===== config.mk =====
export PLATFORM = sky130hd
export DESIGN_NAME = ppi_sync_core
export DESIGN_NICKNAME = d
export VERILOG_FILES = /design/src/rtl/ppi_sync_core.sv
export SDC_FILE = /design/constraint.sdc
export NUM_CORES = 1
export LEC_CHECK = 0
export ABC_AREA = 0
export CAP_MARGIN = 25
export CORE_MARGIN = 4
export CORE_UTILIZATION = 30
export CTS_BUF_LIST = sky130_fd_sc_hd__clkbuf_4 sky130_fd_sc_hd__clkbuf_8
export DETAILED_ROUTE_END_ITERATION = 10
export DONT_BUFFER_PORTS = 1
export SLEW_MARGIN = 30
export SYNTH_ARGS = -nofsm -noshare
export SYNTH_HDL_FRONTEND = slang
export SYNTH_SLANG_ARGS = --single-unit

===== constraint.sdc =====
create_clock -name CLK -period 2.1 [get_ports CLK]
set_input_delay 0.42 -clock CLK [delete_from_list [all_inputs] [get_ports CLK]]
set_output_delay 0.42 -clock CLK [all_outputs]
set_load 0.01 [all_outputs]

===== src/rtl/ppi_sync_core.sv =====
// Clock-synchronous 8255-style PPI: PA/PB/PC, control word, BSR, split pins.
// Optional Mode 1 strobed handshake on Port A when PPI_MODE1_EN is defined.
module ppi_sync_core #(
  parameter int         SYNC_STAGES = 2,
  parameter logic [7:0] RESET_CW    = 8'h9B
) (
  input  logic       CLK,
  input  logic       RESET,
  input  logic       CS_N,
  input  logic       RD_N,
  input  logic       WR_N,
  input  logic [1:0] A,
  input  logic [7:0] DIN,
  output logic [7:0] DOUT,
  output logic       DOE,
  input  logic [7:0] PA_IN,
  input  logic [7:0] PB_IN,
  input  logic [7:0] PC_IN,
  output logic [7:0] PA_OUT,
  output logic [7:0] PB_OUT,
  output logic [7:0] PC_OUT,
  output logic [7:0] PA_OE,
  output logic [7:0] PB_OE,
  output logic [7:0] PC_OE
);

  localparam int NS = (SYNC_STAGES < 2) ? 2 : SYNC_STAGES;

  logic [7:0] pa_s [NS];
  logic [7:0] pb_s [NS];
  logic [7:0] pc_s [NS];
  logic [7:0] pa_sync, pb_sync, pc_sync;

  logic [7:0] ctrl;
  logic [7:0] pa_lat, pb_lat, pc_lat;
  logic       wr_n_q;

  logic       rd_act, wr_stb;
  logic       wr_pa, wr_pb, wr_pc, wr_cw, wr_bsr;
  logic       bsr_inte;

  logic       m1_in, m1_out;
  logic       ibf, obf_n, intr, inte;
  logic [7:0] pa_hold;

  logic [7:0] hs_mask, hs_oe, hs_val, rd_hs_val;
  logic [7:0] pc_dir_out, pc_wmask;
  logic [7:0] pa_rd, pb_rd, pc_rd, rd_data;

  always_ff @(posedge CLK) begin
    if (RESET) begin
      for (int i = 0; i < NS; i++) begin
        pa_s[i] <= '0;
        pb_s[i] <= '0;
        pc_s[i] <= '0;
      end
    end else begin
      pa_s[0] <= PA_IN;
      pb_s[0] <= PB_IN;
      pc_s[0] <= PC_IN;
      for (int i = 1; i < NS; i++) begin
        pa_s[i] <= pa_s[i-1];
        pb_s[i] <= pb_s[i-1];
        pc_s[i] <= pc_s[i-1];
      end
    end
  end

  assign pa_sync = pa_s[NS-1];
  assign pb_sync = pb_s[NS-1];
  assign pc_sync = pc_s[NS-1];

  // One write per WR_N strobe: only the falling cycle commits
  assign rd_act = ~CS_N & ~RD_N;
  assign wr_stb = ~CS_N & ~WR_N & wr_n_q;
  assign wr_pa  = wr_stb & (A == 2'b00);
  assign wr_pb  = wr_stb & (A == 2'b01);
  assign wr_pc  = wr_stb & (A == 2'b10);
  assign wr_cw  = wr_stb & (A == 2'b11) & DIN[7];
  assign wr_bsr = wr_stb & (A == 2'b11) & ~DIN[7];

  assign bsr_inte = (m1_in  & (DIN[3:1] == 3'd4))
                  | (m1_out & (DIN[3:1] == 3'd6));

`ifdef PPI_MODE1_EN
  logic stb_q, ack_q, rd_pa_q;
  logic stb_fall, stb_rise, ack_fall, ack_rise, rd_done;

  assign m1_in  = (ctrl[6:5] == 2'b01) & ctrl[4];
  assign m1_out = (ctrl[6:5] == 2'b01) & ~ctrl[4];

  assign stb_fall = stb_q & ~pc_sync[4];
  assign stb_rise = ~stb_q & pc_sync[4];
  assign ack_fall = ack_q & ~pc_sync[6];
  assign ack_rise = ~ack_q & pc_sync[6];
  assign rd_done  = rd_pa_q & RD_N;

  always_ff @(posedge CLK) begin
    if (RESET) begin
      stb_q   <= 1'b1;
      ack_q   <= 1'b1;
      rd_pa_q <= 1'b0;
    end else begin
      stb_q   <= pc_sync[4];
      ack_q   <= pc_sync[6];
      rd_pa_q <= rd_act & (A == 2'b00);
    end
  end

  always_ff @(posedge CLK) begin
    if (RESET || wr_cw) begin
      ibf     <= 1'b0;
      intr    <= 1'b0;
      inte    <= 1'b0;
      obf_n   <= 1'b1;
      pa_hold <= '0;
    end else begin
      if (wr_bsr && bsr_inte)
        inte <= DIN[0];
      if (m1_in) begin
        // A new strobe beats a read completing in the same cycle
        if (stb_fall) begin
          pa_hold <= pa_sync;
          ibf     <= 1'b1;
        end else if (rd_done) begin
          ibf <= 1'b0;
        end
        if (rd_done)
          intr <= 1'b0;
        else if (stb_rise && ibf && inte)
          intr <= 1'b1;
      end else if (m1_out) begin
        if (wr_pa) begin
          obf_n <= 1'b0;
          intr  <= 1'b0;
        end else begin
          if (ack_fall)
            obf_n <= 1'b1;
          if (ack_rise && inte)
            intr <= 1'b1;
        end
      end
    end
  end
`else
  assign m1_in   = 1'b0;
  assign m1_out  = 1'b0;
  assign ibf     = 1'b0;
  assign obf_n   = 1'b1;
  assign intr    = 1'b0;
  assign inte    = 1'b0;
  assign pa_hold = '0;
`endif

  always_ff @(posedge CLK) begin
    if (RESET) begin
      ctrl   <= RESET_CW;
      pa_lat <= '0;
      pb_lat <= '0;
      pc_lat <= '0;
      wr_n_q <= 1'b1;
    end else begin
      wr_n_q <= WR_N;
      if (wr_cw) begin
        ctrl   <= DIN;
        pa_lat <= '0;
        pb_lat <= '0;
        pc_lat <= '0;
      end else begin
        if (wr_pa)
          pa_lat <= DIN;
        if (wr_pb)
          pb_lat <= DIN;
        if (wr_pc)
          pc_lat <= (pc_lat & ~pc_wmask) | (DIN & pc_wmask);
        if (wr_bsr && !bsr_inte)
          pc_lat[DIN[3:1]] <= DIN[0];
      end
    end
  end

  always_comb begin
    hs_mask = 8'h00;
    hs_oe   = 8'h00;
    if (m1_in) begin
      hs_mask = 8'b0011_1000;
      hs_oe   = 8'b0010_1000;
    end else if (m1_out) begin
      hs_mask = 8'b1100_1000;
      hs_oe   = 8'b1000_1000;
    end
  end

  assign pc_dir_out = {{4{~ctrl[3]}}, {4{~ctrl[0]}}};
  assign pc_wmask   = pc_dir_out & ~hs_mask;
  assign hs_val     = {obf_n, 1'b0, ibf, 1'b0, intr, 3'b000};
  assign rd_hs_val  = {obf_n, inte, ibf, inte, intr, 3'b000};

  assign PA_OUT = pa_lat;
  assign PB_OUT = pb_lat;
  assign PC_OUT = (pc_lat & ~hs_oe) | (hs_val & hs_oe);
  assign PA_OE  = {8{~ctrl[4]}};
  assign PB_OE  = {8{~ctrl[1]}};
  assign PC_OE  = pc_wmask | hs_oe;

  assign pa_rd = m1_in ? pa_hold : (ctrl[4] ? pa_sync : pa_lat);
  assign pb_rd = ctrl[1] ? pb_sync : pb_lat;
  assign pc_rd = (((pc_dir_out & pc_lat) | (~pc_dir_out & pc_sync)) & ~hs_mask)
               | (rd_hs_val & hs_mask);

  always_comb begin
    rd_data = ctrl;
    unique case (A)
      2'b00:   rd_data = pa_rd;
      2'b01:   rd_data = pb_rd;
      2'b10:   rd_data = pc_rd;
      default: rd_data = ctrl;
    endcase
  end

  always_ff @(posedge CLK) begin
    if (RESET) begin
      DOUT <= '0;
      DOE  <= 1'b0;
    end else begin
      DOE <= rd_act;
      if (rd_act)
        DOUT <= rd_data;
    end
  end

endmodule


clock_map.png
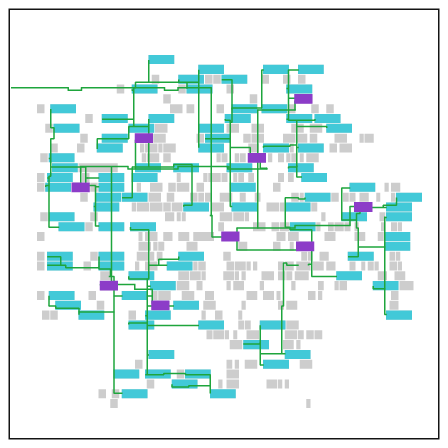
clock wires: drawn in green, length 1110 um. flip-flops: drawn in cyan, count 90. cells driving clock nets: drawn in purple, count 9.
There are 10 routed clock nets.
Clk pwr share: 0.386
clock skew: 14.5 ps
Latency at later pin: 380 ps
Clk power: 1.24 mW

pins.png
Pins as bars across the die edge, other pins in grey.
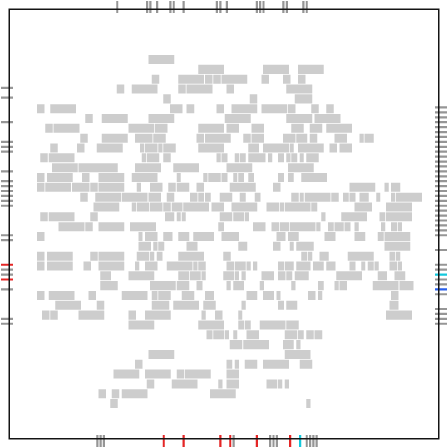
CS_N: drawn in blue, pins 1, direction input, edge right. PC_OUT: drawn in red, pins 8, direction output, edge 6 bottom, 2 left. A: drawn in cyan, pins 2, direction input, edge 1 right, 1 bottom.
All pins by edge: 39 right, 22 left, 18 bottom, 17 top.
# port buffers: 0
Vert. Die Dim: 118 um
die x size: 118 um

metal_stack.png
Bar = 20 um.
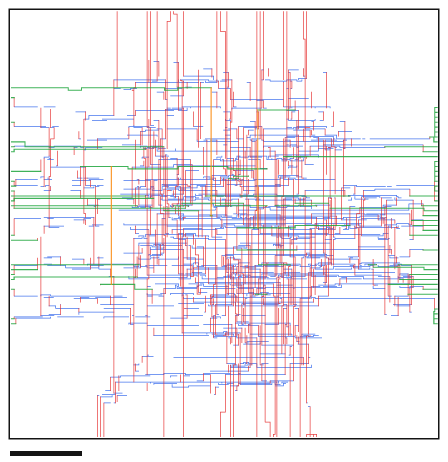
met3: drawn in green, wire length 897 um. met4: drawn in orange, wire length 101 um. met1: drawn in blue, wire length 4020 um. met2: drawn in red, wire length 4170 um.

port_nets.png
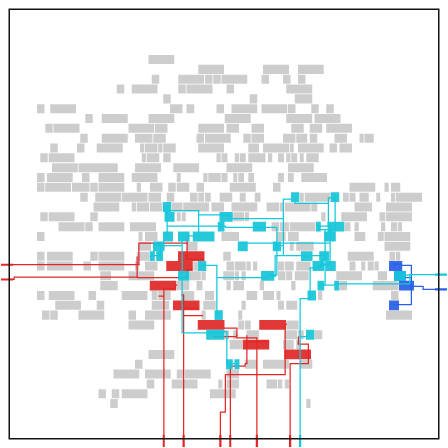
A: drawn in cyan, bits 2, direction input, end cells 38, buffers 0, wire 430 um. CS_N: drawn in blue, bits 1, direction input, end cells 5, buffers 0, wire 33.8 um. PC_OUT: drawn in red, bits 8, direction output, end cells 8, buffers 0, wire 392 um.

final_placement.png
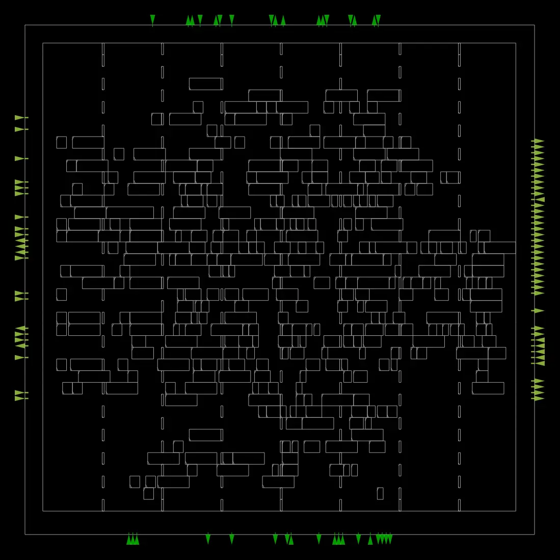
Seq area share: 0.472
Finished Layout Cells: 506

==> impl_metrics.ini <==
; synthesis and place-and-route metrics
[outcome]
status = complete, no violations

[cts]
cts-resized-gates = 0
clk_pin_slew_worst_paths_ps = 100
cts_buffers = 9
cts_tree = done
post_cts_buffers = 0

[die]
pin_count = 96
die_area_mm2 = 0.0140
coreArea_mm2 = 0.0120

[cells_and_area]
drive_gt1_frac = 0.0864
flop_area_mm2 = 0.00180
n_all_inverters = 12
finalInstanceArea_mm2 = 0.00382
multi_input_comb_cells = 235
reg_top3 = pa_s x16, pb_s x16, pc_s x16
n_all_buffers = 6

[min_path]
hold_class = in -> reg

[drt]
vias = 2471
vias_per_cell = 4.88

[global_route]
grt_pass1_wl_um = 14300
overflow = 0
grtUsageMet3 = 0.0646

[power]
p_seq_frac = 0.563
swShare = 0.248
p_int_mw = 2.42

[synth]
ys_warn_count = 0
synthFlopType = dfxtp_1
top_cell = dfxtp_1
synthSimpleGateAreaFrac = 0.205
ys_sh_aoi = 0.107

[worst_setup_path]
worstPathMaxFanout = 12
cp-endpoint = PA_OE[2]
required_ps = 1680
crit_chain = inv_1 > buf_4
slowest_delay_ps = 740
cpMaxStageDelayCell = dfxtp_1
startpoint = ctrl[4]$_SDFFE_PP1P_
arrival_ps = 1440

[placement]
place_ws_ps = 283
dp_hpwl_um = 6750

[sta]
slew_violations = 0
fin_tns_setup_ps = 0
grt_setup_unrepaired = no
No activity file was given, so power comes from the tool's default toggle rates.
